File: src/rtl/pipe_hazard_ctrl_if.sv
`default_nettype none
// ============================================================================
// Module   : pipe_hazard_ctrl_if
// Brief    : Hazard inputs and stage-control outputs of the pipeline sequencer
// Revision : 1.0
// ============================================================================
interface pipe_hazard_ctrl_if #(
    parameter int REG_ADDR_W = 5,
    parameter int CNT_W      = 32
);
    logic [REG_ADDR_W-1:0] id_rs1;
    logic [REG_ADDR_W-1:0] id_rs2;
    logic                  id_use_rs1;
    logic                  id_use_rs2;
    logic [REG_ADDR_W-1:0] ex_rd;
    logic                  ex_is_load;
    logic                  ex_redirect;
    logic                  dmem_req;
    logic                  dmem_ready;
    logic                  md_start;
    logic                  md_done;
    logic                  pc_en;
    logic                  ifid_en;
    logic                  ifid_flush;
    logic                  idex_en;
    logic                  idex_flush;
    logic                  exmem_en;
    logic                  busy;
    logic [CNT_W-1:0]      stall_cnt;
    logic [CNT_W-1:0]      flush_cnt;

    modport master (
        output id_rs1, id_rs2, id_use_rs1, id_use_rs2, ex_rd, ex_is_load,
               ex_redirect, dmem_req, dmem_ready, md_start, md_done,
        input  pc_en, ifid_en, ifid_flush, idex_en, idex_flush, exmem_en,
               busy, stall_cnt, flush_cnt
    );

    modport slave (
        input  id_rs1, id_rs2, id_use_rs1, id_use_rs2, ex_rd, ex_is_load,
               ex_redirect, dmem_req, dmem_ready, md_start, md_done,
        output pc_en, ifid_en, ifid_flush, idex_en, idex_flush, exmem_en,
               busy, stall_cnt, flush_cnt
    );
endinterface
`default_nettype wire

File: src/rtl/pipe_hazard_ctrl.sv
`default_nettype none
// ============================================================================
// Module   : pipe_hazard_ctrl
// Brief    : Advance/hold/bubble sequencer for PC, IF/ID, ID/EX and EX/MEM
// Revision : 1.0
// ============================================================================
module pipe_hazard_ctrl #(
    parameter int REG_ADDR_W = 5,
    parameter int CNT_W      = 32
) (
    input  wire               CLK,
    input  wire               RSTN,
    pipe_hazard_ctrl_if.slave bus
);
    localparam logic [REG_ADDR_W-1:0] c_reg_zero = '0;
    localparam logic [CNT_W-1:0]      c_cnt_max  = '1;

    typedef enum logic [1:0] {
        ST_RUN  = 2'd0,
        ST_MEMW = 2'd1,
        ST_MDW  = 2'd2
    } state_t;

    state_t           r_state;
    state_t           w_state_nxt;
    logic [CNT_W-1:0] r_stall_cnt;
    logic [CNT_W-1:0] r_flush_cnt;

    logic w_load_use;
    logic w_mem_stall;
    logic w_md_stall;
    logic w_eval_md;
    logic w_eval_flow;
    logic w_redirect_taken;
    logic w_pc_en, w_ifid_en, w_ifid_flush, w_idex_en, w_idex_flush, w_exmem_en;

    assign w_load_use  = bus.ex_is_load && (bus.ex_rd != c_reg_zero) &&
                         ((bus.id_use_rs1 && (bus.id_rs1 == bus.ex_rd)) ||
                          (bus.id_use_rs2 && (bus.id_rs2 == bus.ex_rd)));
    assign w_mem_stall = bus.dmem_req && !bus.dmem_ready;
    assign w_md_stall  = bus.md_start && !bus.md_done;

    // A freeze release re-enters the RUN priority chain at the rule just below
    // the one that caused the freeze, so deferred hazards are seen exactly once.
    assign w_eval_md   = ((r_state == ST_RUN) && !w_mem_stall) ||
                         ((r_state == ST_MEMW) && bus.dmem_ready);
    assign w_eval_flow = (w_eval_md && !w_md_stall) ||
                         ((r_state == ST_MDW) && bus.md_done);

    always_ff @(posedge CLK or negedge RSTN) begin
        if (!RSTN) begin
            r_state     <= ST_RUN;
            r_stall_cnt <= '0;
            r_flush_cnt <= '0;
        end else begin
            r_state <= w_state_nxt;
            if (!w_pc_en && (r_stall_cnt != c_cnt_max))
                r_stall_cnt <= r_stall_cnt + 1'b1;
            if (w_redirect_taken && (r_flush_cnt != c_cnt_max))
                r_flush_cnt <= r_flush_cnt + 1'b1;
        end
    end

    always_comb begin
        w_state_nxt      = r_state;
        w_pc_en          = 1'b0;
        w_ifid_en        = 1'b0;
        w_ifid_flush     = 1'b0;
        w_idex_en        = 1'b0;
        w_idex_flush     = 1'b0;
        w_exmem_en       = 1'b0;
        w_redirect_taken = 1'b0;

        if ((r_state == ST_RUN) && w_mem_stall)
            w_state_nxt = ST_MEMW;
        else if (w_eval_md && w_md_stall)
            w_state_nxt = ST_MDW;
        else if (w_eval_flow) begin
            w_state_nxt = ST_RUN;
            if (bus.ex_redirect) begin
                w_pc_en          = 1'b1;
                w_ifid_en        = 1'b1;
                w_ifid_flush     = 1'b1;
                w_idex_en        = 1'b1;
                w_idex_flush     = 1'b1;
                w_exmem_en       = 1'b1;
                w_redirect_taken = 1'b1;
            end else if (w_load_use) begin
                w_idex_en    = 1'b1;
                w_idex_flush = 1'b1;
                w_exmem_en   = 1'b1;
            end else begin
                w_pc_en    = 1'b1;
                w_ifid_en  = 1'b1;
                w_idex_en  = 1'b1;
                w_exmem_en = 1'b1;
            end
        end
    end

    // Reset must quiesce the pipeline immediately, not on the next edge.
    assign bus.pc_en      = RSTN && w_pc_en;
    assign bus.ifid_en    = RSTN && w_ifid_en;
    assign bus.idex_en    = RSTN && w_idex_en;
    assign bus.exmem_en   = RSTN && w_exmem_en;
    assign bus.ifid_flush = !RSTN || w_ifid_flush;
    assign bus.idex_flush = !RSTN || w_idex_flush;
    assign bus.busy       = (r_state != ST_RUN);
    assign bus.stall_cnt  = r_stall_cnt;
    assign bus.flush_cnt  = r_flush_cnt;
endmodule
`default_nettype wire

File: src/flat_wrapper.sv
// flat-port wrapper written by rule: the top's interface ports become plain ports
module pipe_hazard_ctrl_flat 
#(
    parameter int REG_ADDR_W = 5,
    parameter int CNT_W      = 32
)
  (CLK, RSTN, bus_id_rs1, bus_id_rs2, bus_id_use_rs1, bus_id_use_rs2, bus_ex_rd, bus_ex_is_load, bus_ex_redirect, bus_dmem_req, bus_dmem_ready, bus_md_start, bus_md_done, bus_pc_en, bus_ifid_en, bus_ifid_flush, bus_idex_en, bus_idex_flush, bus_exmem_en, bus_busy, bus_stall_cnt, bus_flush_cnt);
  pipe_hazard_ctrl_if #(.REG_ADDR_W(REG_ADDR_W), .CNT_W(CNT_W)) bus_i ();
  input  wire CLK;
  input  wire RSTN;
  input wire logic [$bits(bus_i.id_rs1)-1:0] bus_id_rs1;
  input wire logic [$bits(bus_i.id_rs2)-1:0] bus_id_rs2;
  input wire logic [$bits(bus_i.id_use_rs1)-1:0] bus_id_use_rs1;
  input wire logic [$bits(bus_i.id_use_rs2)-1:0] bus_id_use_rs2;
  input wire logic [$bits(bus_i.ex_rd)-1:0] bus_ex_rd;
  input wire logic [$bits(bus_i.ex_is_load)-1:0] bus_ex_is_load;
  input wire logic [$bits(bus_i.ex_redirect)-1:0] bus_ex_redirect;
  input wire logic [$bits(bus_i.dmem_req)-1:0] bus_dmem_req;
  input wire logic [$bits(bus_i.dmem_ready)-1:0] bus_dmem_ready;
  input wire logic [$bits(bus_i.md_start)-1:0] bus_md_start;
  input wire logic [$bits(bus_i.md_done)-1:0] bus_md_done;
  output wire logic [$bits(bus_i.pc_en)-1:0] bus_pc_en;
  output wire logic [$bits(bus_i.ifid_en)-1:0] bus_ifid_en;
  output wire logic [$bits(bus_i.ifid_flush)-1:0] bus_ifid_flush;
  output wire logic [$bits(bus_i.idex_en)-1:0] bus_idex_en;
  output wire logic [$bits(bus_i.idex_flush)-1:0] bus_idex_flush;
  output wire logic [$bits(bus_i.exmem_en)-1:0] bus_exmem_en;
  output wire logic [$bits(bus_i.busy)-1:0] bus_busy;
  output wire logic [$bits(bus_i.stall_cnt)-1:0] bus_stall_cnt;
  output wire logic [$bits(bus_i.flush_cnt)-1:0] bus_flush_cnt;
  assign bus_i.id_rs1 = bus_id_rs1;
  assign bus_i.id_rs2 = bus_id_rs2;
  assign bus_i.id_use_rs1 = bus_id_use_rs1;
  assign bus_i.id_use_rs2 = bus_id_use_rs2;
  assign bus_i.ex_rd = bus_ex_rd;
  assign bus_i.ex_is_load = bus_ex_is_load;
  assign bus_i.ex_redirect = bus_ex_redirect;
  assign bus_i.dmem_req = bus_dmem_req;
  assign bus_i.dmem_ready = bus_dmem_ready;
  assign bus_i.md_start = bus_md_start;
  assign bus_i.md_done = bus_md_done;
  assign bus_pc_en = bus_i.pc_en;
  assign bus_ifid_en = bus_i.ifid_en;
  assign bus_ifid_flush = bus_i.ifid_flush;
  assign bus_idex_en = bus_i.idex_en;
  assign bus_idex_flush = bus_i.idex_flush;
  assign bus_exmem_en = bus_i.exmem_en;
  assign bus_busy = bus_i.busy;
  assign bus_stall_cnt = bus_i.stall_cnt;
  assign bus_flush_cnt = bus_i.flush_cnt;
  pipe_hazard_ctrl #(.REG_ADDR_W(REG_ADDR_W), .CNT_W(CNT_W)) u_core (.CLK(CLK), .RSTN(RSTN), .bus(bus_i));
endmodule
File: config.mk
export PLATFORM = sky130hd
export DESIGN_NAME = pipe_hazard_ctrl_flat
export DESIGN_NICKNAME = d
export VERILOG_FILES = /design/src/rtl/pipe_hazard_ctrl_if.sv /design/src/rtl/pipe_hazard_ctrl.sv /design/src/flat_wrapper.sv
export SDC_FILE = /design/constraint.sdc
export NUM_CORES = 1
export LEC_CHECK = 0
export ABC_AREA = 0
export CAP_MARGIN = 20
export CELL_PAD_IN_SITES_DETAIL_PLACEMENT = 1
export CELL_PAD_IN_SITES_GLOBAL_PLACEMENT = 1
export CORE_UTILIZATION = 40
export DETAILED_ROUTE_END_ITERATION = 10
export DONT_BUFFER_PORTS = 1
export HOLD_SLACK_MARGIN = 0.02
export PLACE_DENSITY = 0.76
export SYNTH_ARGS = -nofsm -noshare
export SYNTH_HDL_FRONTEND = slang
export SYNTH_SLANG_ARGS = --single-unit
File: constraint.sdc
create_clock -name CLK -period 2.45 [get_ports CLK]
set_input_delay 0.3675 -clock CLK [delete_from_list [all_inputs] [get_ports CLK]]
set_output_delay 0.3675 -clock CLK [all_outputs]
set_load 0.05 [all_outputs]
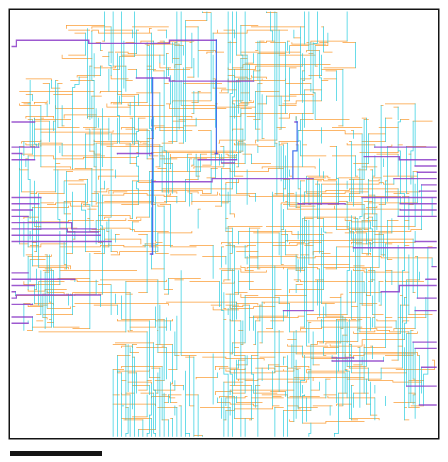
metal_stack.png
Scale bar: 20 um.
- orange: met1 (wire length 3,570 um)
- cyan: met2 (wire length 4,510 um)
- blue: met4 (wire length 75.7 um)
- purple: met3 (wire length 495 um)

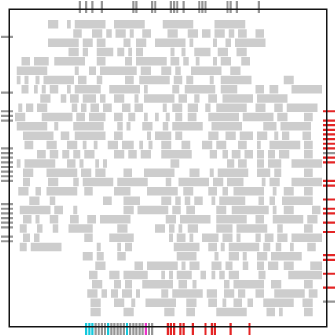
pins.png
Pins as bars across the die edge, other pins in grey.
- magenta: bus_idex_en (pins 1; direction output; edge south)
- red: bus_stall_cnt (pins 32; direction output; edge 21 east, 11 south)
- cyan: bus_ex_rd (pins 5; direction input; edge south)
- all pins by edge: 33 south, 23 east, 21 west, 19 north
height of the die: 92.56 um
DIE WIDTH: 92.56 um
tally of buffers added on design ports: 0

==> GITHUB_STEP_SUMMARY <==
## PnR job results

| Metric | Value |
|---|---|
| Nets at Floorplan | 335 |
| Met2 routed wirelength | 4.506 mm |
| WL per Instance | 17.47 um |
| Highest net fanout along the worst path | 4 |
| Number of different library cells in the post-synthesis netlist | 40 |
| Number of antenna cells inserted | 0 |
| Met2 demand-to-capacity share in global routing | 38.33% |
| Launching element type of the critical path | flop |
| EDFF count, synth | 0 |
| Peak Freq | 440.2 MHz |
| Post-synth area hogs | sky130_fd_sc_hd__dfrtp_1 50%, sky130_fd_sc_hd__xnor2_1 12%, sky130_fd_sc_hd__xor2_1 6.9% |
| Clock tree buffer depth | 2 |
| Cell chosen for the clock root | sky130_fd_sc_hd__clkbuf_8 |
| Post-synth area from yosys stat | 3281 um2 |
| CTS tree | done |
| Fraction of synthesized cell area taken by the top area cell type | 50.34% |
| Number of nets in the layout | 415 |
| Weighted congestion reported at the end of routability-driven placement | 0.8026 |
| Commonest non-fill, non-tap cell in the layout | sky130_fd_sc_hd__buf_4 |
| Antenna violations before repair | 0 |
| Die Outline Area | 8567 um2 |
| Init Core Util | 41.80% |
| GR Util All Layers | 21.64% |
| Number of global-route vias before repair | 2,891 |
| Tool warning count | 26 |
| Drt initial violations | 104 |
| Clock-pin slew of the registers on the worst-case setup and hold paths | 70 ps |
| Total of hold buffers inserted after clock tree synthesis | 2 |
| Highest metal layer used by the detailed router | met4 |
| Power density cells | 815.1 nW/um2 |
| Endpoint of the worst hold path | u_core.r_state[0] |
| Result of the run | finished clean |
| Crit path required time | 2080 ps |
| Post-synthesis to final-layout area growth | 28.34% |
| Synth flops | 66 |
| Fin cells | 495 |
| Netlist area before placement | 3281 um2 |
| Count of cells resized by post-cts repair | 0 |
| Share of the core filled with cells | 53.65% |
| Global-route track usage on met1 | 25.47% |
| Cells on Worst Hold Path | 1 |
==> critical path: stages, from the launching register on <==
cell	delay [ps]
sky130_fd_sc_hd__dfrtp_1	400
sky130_fd_sc_hd__nand2b_1	180
sky130_fd_sc_hd__a21oi_1	190
sky130_fd_sc_hd__o21ai_0	180
sky130_fd_sc_hd__buf_4	190
sky130_fd_sc_hd__o21bai_1	240
sky130_fd_sc_hd__buf_12	180
==> cell usage after synthesis (5+ instances only) <==
master	instances
sky130_fd_sc_hd__dfrtp_1	66
sky130_fd_sc_hd__nand2_1	30
sky130_fd_sc_hd__xnor2_1	45
sky130_fd_sc_hd__xor2_1	26
sky130_fd_sc_hd__nand3_1	22
sky130_fd_sc_hd__inv_1	9
sky130_fd_sc_hd__and2_1	5
sky130_fd_sc_hd__nand4_1	18
sky130_fd_sc_hd__and4_1	6
sky130_fd_sc_hd__nor3_1	8
sky130_fd_sc_hd__nor2_1	25
==> area by class of cell <==
class / count / area (um2)
inverter: 9 / 33.78
clock buffer: 10 / 137.6
fill: 899 / 3637
timing repair buffer: 73 / 595.6
clock inverter: 6 / 90.09
multi-input combinational: 229 / 1574
sequential: 66 / 1652
tap: 102 / 127.6
==> sequential cells by signal, indices dropped and copies added (netlist names) <==
signal and cells:
u_core.bus.stall_cnt 32, u_core.r_state 2, u_core.bus.flush_cnt 32
==> cells by family (layout without fill, tap and decap cells) <==
kind of cell / Yosys count / after routing / synth area share (%)
AOI/OAI and AO/OA: 20 / 20 / 4.538
xor gates and xnor gates: 71 / 71 / 18.96
adders and majority gates: 2 / 2 / 0.7627
buffers and inverters: 13 / 98 / 2.174
DFF: 66 / 66 / 50.34
and+or+nand+nor: 136 / 136 / 23.23
==> report_power, final <==
part           switching, mW  internal (mW)
registers             0.0885           1.20
clock network          0.461          0.602
logic                  0.754          0.322
Power figures rest on the tool's default switching activity, not on a simulated workload.
